`src/rtl/mst_fifo_rd_arb_if.sv`:
```
// FIFO-read / transmit bundle for the multi-channel read arbiter.
// master = arbiter side, slave = FIFO controller plus downstream sink.
interface mst_fifo_rd_arb_if;
  logic        mltcn;
  logic [3:0]  fifonempt;
  logic        fiford;
  logic [1:0]  fifordid;
  logic [35:0] fifo_dout;
  logic        tx_valid;
  logic [35:0] tx_data;
  logic [1:0]  tx_ch;
  logic        tx_last;
  logic        tx_ready;

  modport master (
    input  mltcn, fifonempt, fifo_dout, tx_ready,
    output fiford, fifordid, tx_valid, tx_data, tx_ch, tx_last
  );

  modport slave (
    output mltcn, fifonempt, fifo_dout, tx_ready,
    input  fiford, fifordid, tx_valid, tx_data, tx_ch, tx_last
  );
endinterface

```
`src/rtl/mst_fifo_rd_arb.sv`:
```
// Round-robin burst reader over four FIFO channels feeding a
// 2-entry skid buffer with valid/ready output.
module mst_fifo_rd_arb #(
  parameter int BURST_MAX = 16
) (
  input logic              clk,
  input logic              rst_n,
  mst_fifo_rd_arb_if.master bus
);

  typedef enum logic [1:0] {IDLE, BURST, TURN} state_t;

  localparam logic [8:0] BMAX_M1 = 9'(BURST_MAX - 1);

  state_t      st, st_nxt;
  logic [1:0]  cur_ch, cur_ch_nxt;
  logic [1:0]  last_ch, last_ch_nxt;
  logic [8:0]  cnt, cnt_nxt;
  logic        inf_vld, inf_max;
  logic [1:0]  inf_ch;
  logic [1:0]  occ;
  logic        rptr, wptr;
  logic [1:0][35:0] mem_d;
  logic [1:0][1:0]  mem_c;
  logic [1:0]       mem_l;
  logic        accept, push, pop, rd_ok, burst_end;
  logic        hit;
  logic [1:0]  sel, cand;

  assign push = inf_vld;
  assign pop  = bus.tx_valid && bus.tx_ready;

  // A same-cycle pop frees a slot, which keeps one word per cycle.
  assign rd_ok = ({1'b0, occ} + {2'b00, inf_vld})
               < (3'd2 + {2'b00, pop});

  assign bus.fiford   = (st == BURST) && rd_ok;
  assign bus.fifordid = cur_ch;
  assign accept       = bus.fiford && bus.fifonempt[cur_ch];
  assign burst_end    = accept && (cnt == BMAX_M1);

  always_comb begin
    hit  = 1'b0;
    sel  = last_ch;
    cand = 2'b00;
    for (int i = 1; i <= 4; i++) begin
      cand = last_ch + 2'(i);
      if (!hit && bus.fifonempt[cand]) begin
        hit = 1'b1;
        sel = cand;
      end
    end
    if (!bus.mltcn) begin
      hit = bus.fifonempt[0];
      sel = 2'b00;
    end
  end

  always_comb begin
    st_nxt      = st;
    cur_ch_nxt  = cur_ch;
    last_ch_nxt = last_ch;
    cnt_nxt     = cnt;
    unique case (st)
      IDLE: begin
        cnt_nxt = '0;
        if (!bus.mltcn) cur_ch_nxt = 2'b00;
        if (hit) begin
          st_nxt      = BURST;
          cur_ch_nxt  = sel;
          last_ch_nxt = sel;
        end
      end
      BURST: begin
        if (accept) cnt_nxt = cnt + 9'd1;
        if (burst_end ||
            (!bus.fifonempt[cur_ch] && !inf_vld))
          st_nxt = TURN;
      end
      TURN:    st_nxt = IDLE;
      default: st_nxt = IDLE;
    endcase
  end

  always_ff @(posedge clk or negedge rst_n) begin
    if (!rst_n) begin
      st      <= IDLE;
      cur_ch  <= 2'b00;
      last_ch <= 2'd3;
      cnt     <= '0;
      inf_vld <= 1'b0;
      inf_ch  <= 2'b00;
      inf_max <= 1'b0;
    end else begin
      st      <= st_nxt;
      cur_ch  <= cur_ch_nxt;
      last_ch <= last_ch_nxt;
      cnt     <= cnt_nxt;
      inf_vld <= accept;
      inf_ch  <= cur_ch;
      inf_max <= burst_end;
    end
  end

  always_ff @(posedge clk or negedge rst_n) begin
    if (!rst_n) begin
      occ   <= 2'b00;
      rptr  <= 1'b0;
      wptr  <= 1'b0;
      mem_d <= '0;
      mem_c <= '0;
      mem_l <= '0;
    end else begin
      if (push) begin
        mem_d[wptr] <= bus.fifo_dout;
        mem_c[wptr] <= inf_ch;
        mem_l[wptr] <= inf_max || !bus.fifonempt[inf_ch];
        wptr        <= ~wptr;
      end
      if (pop) rptr <= ~rptr;
      occ <= occ + {1'b0, push} - {1'b0, pop};
    end
  end

  assign bus.tx_valid = (occ != 2'b00);
  assign bus.tx_data  = mem_d[rptr];
  assign bus.tx_ch    = mem_c[rptr];
  assign bus.tx_last  = mem_l[rptr];

endmodule

```
`src/flat_wrapper.sv`:
```
// flat-port wrapper written by rule: the top's interface ports become plain ports
module mst_fifo_rd_arb_flat 
#(
  parameter int BURST_MAX = 16
)
  (clk, rst_n, bus_mltcn, bus_fifonempt, bus_fifo_dout, bus_tx_ready, bus_fiford, bus_fifordid, bus_tx_valid, bus_tx_data, bus_tx_ch, bus_tx_last);
  mst_fifo_rd_arb_if bus_i ();
  input logic clk;
  input logic rst_n;
  input wire logic [$bits(bus_i.mltcn)-1:0] bus_mltcn;
  input wire logic [$bits(bus_i.fifonempt)-1:0] bus_fifonempt;
  input wire logic [$bits(bus_i.fifo_dout)-1:0] bus_fifo_dout;
  input wire logic [$bits(bus_i.tx_ready)-1:0] bus_tx_ready;
  output wire logic [$bits(bus_i.fiford)-1:0] bus_fiford;
  output wire logic [$bits(bus_i.fifordid)-1:0] bus_fifordid;
  output wire logic [$bits(bus_i.tx_valid)-1:0] bus_tx_valid;
  output wire logic [$bits(bus_i.tx_data)-1:0] bus_tx_data;
  output wire logic [$bits(bus_i.tx_ch)-1:0] bus_tx_ch;
  output wire logic [$bits(bus_i.tx_last)-1:0] bus_tx_last;
  assign bus_i.mltcn = bus_mltcn;
  assign bus_i.fifonempt = bus_fifonempt;
  assign bus_i.fifo_dout = bus_fifo_dout;
  assign bus_i.tx_ready = bus_tx_ready;
  assign bus_fiford = bus_i.fiford;
  assign bus_fifordid = bus_i.fifordid;
  assign bus_tx_valid = bus_i.tx_valid;
  assign bus_tx_data = bus_i.tx_data;
  assign bus_tx_ch = bus_i.tx_ch;
  assign bus_tx_last = bus_i.tx_last;
  mst_fifo_rd_arb #(.BURST_MAX(BURST_MAX)) u_core (.clk(clk), .rst_n(rst_n), .bus(bus_i));
endmodule
```
`config.mk`:
```
export PLATFORM = sky130hd
export DESIGN_NAME = mst_fifo_rd_arb_flat
export DESIGN_NICKNAME = d
export VERILOG_FILES = /design/src/rtl/mst_fifo_rd_arb_if.sv /design/src/rtl/mst_fifo_rd_arb.sv /design/src/flat_wrapper.sv
export SDC_FILE = /design/constraint.sdc
export NUM_CORES = 1
export LEC_CHECK = 0
export CAP_MARGIN = 5
export CORE_ASPECT_RATIO = 0.6
export CORE_MARGIN = 5
export CORE_UTILIZATION = 47
export CTS_CLUSTER_DIAMETER = 150
export CTS_CLUSTER_SIZE = 16
export DETAILED_ROUTE_END_ITERATION = 16
export PLACE_DENSITY = 0.76
export SETUP_SLACK_MARGIN = 0.15
export SLEW_MARGIN = 10
export SYNTH_ARGS = -nofsm -noshare
export SYNTH_HDL_FRONTEND = slang
export SYNTH_SLANG_ARGS = --single-unit
export TNS_END_PERCENT = 5
```
`constraint.sdc`:
```
create_clock -name clk -period 1.9 [get_ports clk]
set_input_delay 0.38 -clock clk [delete_from_list [all_inputs] [get_ports clk]]
set_output_delay 0.38 -clock clk [all_outputs]
set_load 0.005 [all_outputs]
```
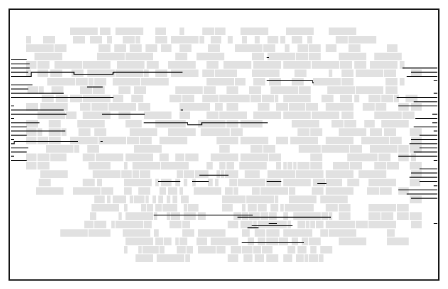
m3.png
Cells faint in the background.
longest straight run: 32.9 um
nets with wire on the layer: 62
wire length on this layer: 644 um
main direction: horizontal

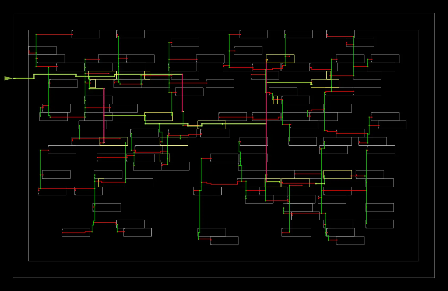
clock_nets.png
Clk Latency, worst-skew pair: 0.33 ns
CTS Buf Count: 9
Clock Skew: 0.008226 ns
clock sinks: 101
final-layout clock buffer total: 12

==> flow_metrics.py <==
# Generated from Yosys and OpenROAD reports
metrics = {
    "run_status": {
        "status": "finished, violations left",
        "violations": "negative setup slack",
    },
    "worst_setup_path": {
        "crit_type": "flip-flop to output port",
        "critical_path.endpoint_type": "output port",
        "required_ns": 1.52,
        "reg2reg_depth": 5,
        "cp-start-kind": "flip-flop",
        "critPathCapture": "bus_tx_data[26]",
        "startpoint": "u_core.rptr$_DFFE_PN0P_",
        "rrSetupSlack_ns": 0,
        "critPathSlowestCell": "dfrtp_2",
        "slowest_delay_ns": 0.42,
        "arrival_ns": 1.57,
        "r2r_start": "u_core.inf_vld$_DFF_PN0_",
        "reg2reg_to": "u_core.cnt[4]$_DFFE_PN0P_",
    },
    "logic_synthesis": {
        "synth_nets": 390,
        "yosys.stat.seqShare_pct": 54.28,
        "synth-edff-count": 0,
        "ys_warn_count": 0,
        "largest_area_cell": "dfrtp_1",
        "synthCells": 341,
        "syn_avg_cell_area_um2": 13.67,
        "top_cell_area_share_pct": 53.15,
        "syn_area_um2": 4661,
        "async_flop_share_pct": 100.0,
        "area_leaders": "dfrtp_1 (53%), mux2_2 (28%), mux2i_1 (2.4%), nand2_1 (1.6%), ha_1 (1.3%)",
        "ys.flop_type": "dfrtp_1",
        "yosys_cells": 341,
        "ys.flops": 101,
        "yosysMostFrequentCell": "mux2_2",
        "common_cells": "mux2_2 (116), dfrtp_1 (99), nand2_1 (20)",
        "yosys_area_um2": 4661,
        "yosysUniqueCellTypes": 43,
    },
    "final_timing": {
        "rsz0062_at_grt": "true",
        "final_hold_viol_count": 0,
        "holdWs_ns": 0.08136,
        "tightest_slew_ns": 0.5312,
        "max_freq_ghz": 0.5136,
        "setup_ws_ns": -0.04710,
        "period_used_pct": 102.5,
        "finalSetupViolCount": 23,
        "slew_violations": 0,
        "fin_crit_ns": 1.947,
        "finalSetupTns_ns": -0.4287,
        "max_slew_margin_pct": 64.59,
    },
    "place": {
        "port_buffers": 86,
        "dpl_cell_area_um2": 5882,
        "dp_hpwl_um": 6908,
    },
    "grt": {
        "grt_pass1_vias": 3308,
        "grt_pass1_wl_um": 17170,
        "antenna_found_initial": 0,
        "grt-ovfl-total": 0,
        "grt_max_degree": 102,
        "grt_util_all_layers_pct": 17.83,
    },
    "cells_and_area": {
        "fillers": 713,
        "syn_to_final_growth_pct": 36.75,
        "drive_above_1_share_pct": 50.76,
        "final_nets": 507,
        "antennaDiodeCount": 0,
        "final_area_um2": 6374,
    },
    "floorplan": {
        "rows": 28,
        "die_w_um": 138.6,
        "dieHeight_um": 87.14,
        "fp_util_pct": 47.68,
        "io_pins": 87,
        "chip_area_um2": 12070,
    },
    "route": {
        "first_pass_iters": 4,
        "via_per_inst": 5.189,
        "final_antenna_net_count": 0,
        "drtIter0Drc": 203,
        "remaining_drc_errors": 0,
    },
    "power": {
        "power_density_nw_per_um2": 1721,
        "leakage_nw": 2.800,
        "switching_share_pct": 31.10,
        "seqPwrFrac_pct": 33.9,
        "p_switching_mw": 3.411,
        "ir_worst_vdd_mv": 0.9109,
        "finalPower_mw": 10.97,
        "p_comb_share_pct": 50.8,
    },
    "flow_run": {
        "warnings": 31,
        "maxCapViolations": 0,
    },
    "cts": {
        "cts_tree": "yes",
        "htree_levels": 3,
        "ctsRootBufferMaster": "clkbuf_16",
        "clk_pin_slew_ns": 0.06,
        "cts_buffer_depth": 2,
    },
    "min_path": {
        "worstHoldPathType": "primary input to asynchronous set/reset pin",
    },
}
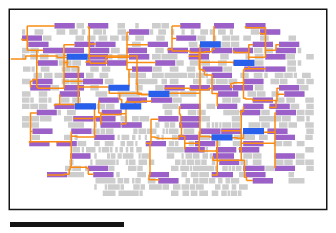
clock_wires.png
Scale bar: 50 um.
[blue] clock-net drivers | count: 9
[purple] flip-flops | count: 101
[orange] clock wires | length: 1100 um
routed clock nets: 10
P_clk: 1.67 mW
power share of the clock group: 15.2%

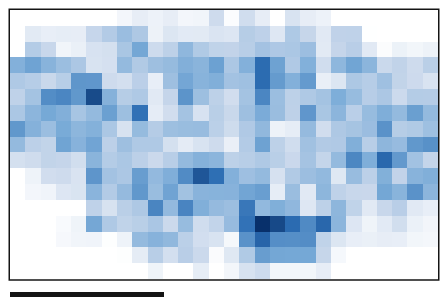
route_heat.png
Scale bar: 50 um. 28 x 17 tiles, from white (low) to dark blue (high), scaled to the fullest tile. Values are wire area over tile area, all layers added.
emptiest ninth of the die: lower left
fullest tile: 0.47
nearly empty tiles: 15%
mean over tiles: 0.13
tiles over half the peak: 13%
post-DR wirelength/cell: 17.20 um
Routed WL: 10290 um
total number of vias: 3103

==> cell families (layout without fill, tap and decap cells) <==
logic type	after synthesis	in the layout	share of synthesized area, %
flip-flops	101	101	54.28
adder cells (fa/ha/maj)	5	5	1.342
AND-OR/OR-AND	19	19	2.953
multiplexers	128	128	30.95
XOR/XNOR	4	4	0.7518
AND/OR/NAND/NOR	65	65	8.188
buffers and inverters	19	141	1.530
==> layout make-up <==
type,instances,area [um2],share of cell area (%)
clock inverters,4,23.77,0.3730
flip-flops and latches,101,2532,39.73
inverters,5,18.77,0.2945
multi-input cells,221,2177,34.16
clock buffers,12,246.5,3.867
well taps,135,168.9,2.650
repair buffers,120,1206,18.92
==> flip-flops by register name, indices dropped and copies added (netlist names) <==
name / cells
u_core.occ: 2
u_core.mem_d: 72
u_core.last_ch: 2
u_core.inf_max: 1
u_core.st: 2
u_core.inf_ch: 2
u_core.cnt: 9
u_core.rptr: 1
u_core.bus.fifordid: 2
u_core.mem_c: 4
u_core.mem_l: 2
u_core.inf_vld: 1
u_core.wptr: 1
==> layout by cell type (no fill, tap or decap), types with 4 or more instances in the layout <==
master           Yosys  routed
nand2_1             20      19
clkdlybuf4s50_1      0      40
buf_12               0       7
clkbuf_16            0       9
dfrtp_1             99      97
nand2b_1             5       5
o21ai_0              4       4
buf_4                0      18
nor2_1               9       8
buf_6                0      24
mux2_2             116     109
mux2i_1             11      11
buf_2                0      17
dlygate4sd2_1        0       4
clkbuf_2             0       6
mux2_4               0       7
buf_16               0       4
==> power groups by stage <==
stage | Sequential (mW) | Combinational (mW) | Clock (mW)
6_report | 3.72 | 5.58 | 1.67
5_1_grt | 3.84 | 6.08 | 1.81
4_1_cts | 3.71 | 5.51 | 1.72
3_5_place_dp | 3.74 | 5.14 | 0
3_3_place_gp | 3.66 | 5.03 | 0
2_1_floorplan | 3.57 | 2.83 | 0
==> worst max-delay path: cells and delay by family (launching register included) <==
kind	cells	cell delay (ns)
buffers and inverters	4	0.51
DFF	1	0.42
muxes	1	0.31
==> timing repair <==
action,CTS,global route
cloned,4,0
setup endpoints to repair,54,52
hold buffers,0,0
setup buffers,6,0
pin swaps,9,14
resized,193,20
==> through the flow <==
step	setup slack, ns	cells	utilization (%)
5_1_grt	-0.09209	598	65.21
3_5_place_dp	-0.2839	572	60.18
3_3_place_gp	-0.2300	572	60.18
6_report	-0.04710	598	65.21
2_1_floorplan	-0.0005930	341	-
4_1_cts	-0.06480	598	64.82
==> metal layers <==
layer / routed length, um / part of all wire, % / global-route usage (%) / vias up
met3: 643 / 6.3 / 5.485 / 9
met4: 70 / 0.68 / 3.229 / 0
met2: 4539 / 44 / 26.68 / 83
met5: 0 / 0 / 0 / -
met1: 5032 / 49 / 26.03 / 1543
li1: - / - / - / 1468
No activity file was given, so power comes from the tool's default toggle rates.
